==> config.mk <==
export PLATFORM = sky130hd
export DESIGN_NAME = matrix_mem
export DESIGN_NICKNAME = d
export VERILOG_FILES = /design/src/rtl/matrix_mem.sv
export SDC_FILE = /design/constraint.sdc
export NUM_CORES = 1
export LEC_CHECK = 0
export CORE_UTILIZATION = 42
export CTS_CLUSTER_SIZE = 30
export DETAILED_ROUTE_END_ITERATION = 16
export SLEW_MARGIN = 10
export SYNTH_ARGS = -nofsm -noshare
export SYNTH_HDL_FRONTEND = slang
export SYNTH_SLANG_ARGS = --single-unit
==> constraint.sdc <==
create_clock -name clk_i -period 22.3 [get_ports clk_i]
set_input_delay 4.46 -clock clk_i [delete_from_list [all_inputs] [get_ports clk_i]]
set_output_delay 4.46 -clock clk_i [all_outputs]
set_load 0.005 [all_outputs]
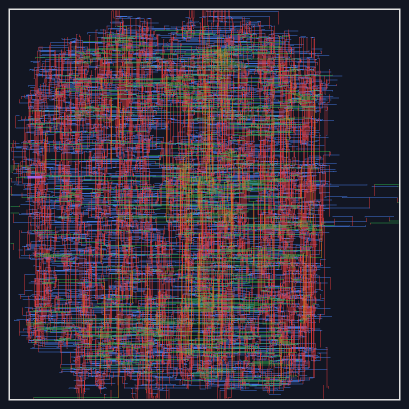
*Routed metal, one colour a layer*
Scale: 1.5 px per um.
legend:
  purple:
    layer: met5
    wire_length: 8.30 um
  red:
    layer: met2
    wire_length: 44.6 mm
  green:
    layer: met3
    wire_length: 12400 um
  orange:
    layer: met4
    wire_length: 3660 um
  blue:
    layer: met1
    wire_length: 38.3 mm
Overall Global Routing Usage: 29.74%
Detailed Route WL: 98890 um

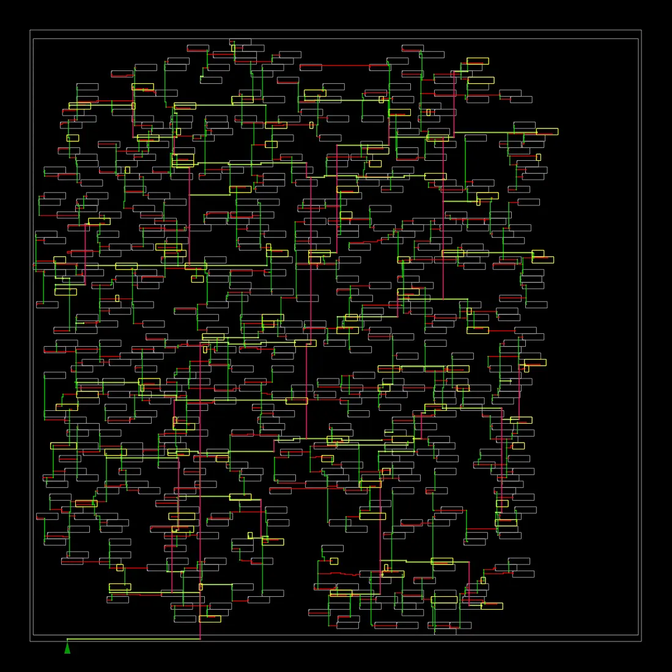
*Clock routing*
TritonCTS Buffers: 58
Layout clock buffers: 87

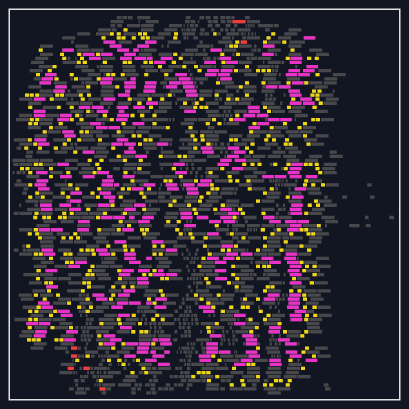
*Selected gate families*
Scale: 1.5 px per um.
legend:
  yellow:
    family: AND-OR and OR-AND gates
    cells: 517
    where: widely spread
  magenta:
    family: multiplexers
    cells: 304
  red:
    family: adder and majority cells
    cells: 7
commonest non-fill, non-tap cell in the layout: sky130_fd_sc_hd__dfrtp_1
tally of non-filler cells in the final layout: 2835

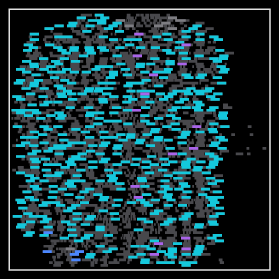
*Where the registers sit*
Scale: 1 px per um.
legend:
  purple:
    netlist_name: scan_data_o
    flops: 16
  cyan:
    netlist_name: r_array
    flops: 512
    where: widely spread
  blue:
    netlist_name: r_clr_ptr
    flops: 5
    where: south-west
not coloured: 8
Finished Core Util: 48.28%
area used by sequential logic in the layout: 13540 sq um
sequential power: 1.11 mW
sequential share of cell area: 43.20%

==> results_tabular.tex <==
% Auto-generated results table
\begin{tabular}{lr}
\hline
Metric & Value \\
\hline
\multicolumn{2}{l}{\textbf{Route}} \\
Met1 wire length & 38250 um \\
Routed wire length on met2 & 44580 um \\
Total via count after detailed routing & $\sim$21k \\
Count of nets left with antenna violations after detail routing & 0 \\
\multicolumn{2}{l}{\textbf{Global route}} \\
Most crowded layer after global routing & met2 \\
Pin count of the biggest net entering global routing & 186 \\
Global-route wire length before repair & 148200 um \\
Global routing usage on met2 & approximately 44\% \\
\multicolumn{2}{l}{\textbf{Critical path}} \\
Crit-path leading delay family & buffers and inverters \\
Critical path cell sequence & clkbuf\_8, buf\_4, mux4\_2, mux4\_2, mux2\_2, clkdlybuf4s50\_1 \\
Depth of the worst register-to-register path & 8 \\
Bufs and invs on worst path & 3 \\
Type of origin of the critical path & primary input \\
R2r setup slk & 18.18 ns \\
\multicolumn{2}{l}{\textbf{Floorplanning}} \\
Chip Width & 259.4 um \\
\multicolumn{2}{l}{\textbf{Power}} \\
Power Dens Cells & roughly 88 nW/um\^{}2 \\
Heaviest power group & sequential cells \\
Cell leakage power & 13.36 nW \\
Gate power share & 22.5\% \\
Largest vdd supply drop & 0.00005578 V \\
Post-route total power & 2.766 mW \\
P\_sw & 0.8765 mW \\
Combinational power & roughly 0.62 mW \\
\multicolumn{2}{l}{\textbf{Clock network}} \\
CTS tree & built \\
Postcts setup bufs & 0 \\
Clk ins delay skew pair & between 0.6 and 0.7 ns \\
\multicolumn{2}{l}{\textbf{Synth}} \\
Synth Instances & between 1.5k and 2k \\
Top logic cell family in the synthesized netlist & multiplexers \\
Post-synth top area cell & sky130\_fd\_sc\_hd\_\_dfrtp\_1 \\
Synthesis warning total & 0 \\
Chip area line of the yosys report & 27820 sq um \\
Cell count in the Yosys report & 1952 \\
Unique cell types & 43 \\
Portion of netlist area occupied by mux cells & 23.96\% \\
Complex-gate fraction of the synthesized area & 18.01\% \\
Top area contributor share & 48.66\% \\
Asr flop ratio synth & 100.0\% \\
Register area share after synthesis & 48.66\% \\
Post-synth net total & about 2k \\
\multicolumn{2}{l}{\textbf{Placement}} \\
Post-Place Cell Area & 29340 sq um \\
\multicolumn{2}{l}{\textbf{Cells and area}} \\
Layout overhead on the synthesized area & 12.67\% \\
Non-clock buffer instance count of the final layout & about 150 \\
Flop Count & roughly 540 \\
\multicolumn{2}{l}{\textbf{Timing}} \\
Setup clock skew after layout & about 0.029 ns \\
WHS & 0.5145 ns \\
Slack of the critical path & 9.681 ns \\
Final setup violating endpoints & 0 \\
Unrepaired setup endpoints after global routing & false \\
\multicolumn{2}{l}{\textbf{Outcome}} \\
Status & finished clean \\
\multicolumn{2}{l}{\textbf{Hold path}} \\
Worst min-delay path class & reg -> reg \\
\hline
\end{tabular}
Power and IR drop assume default switching activity.
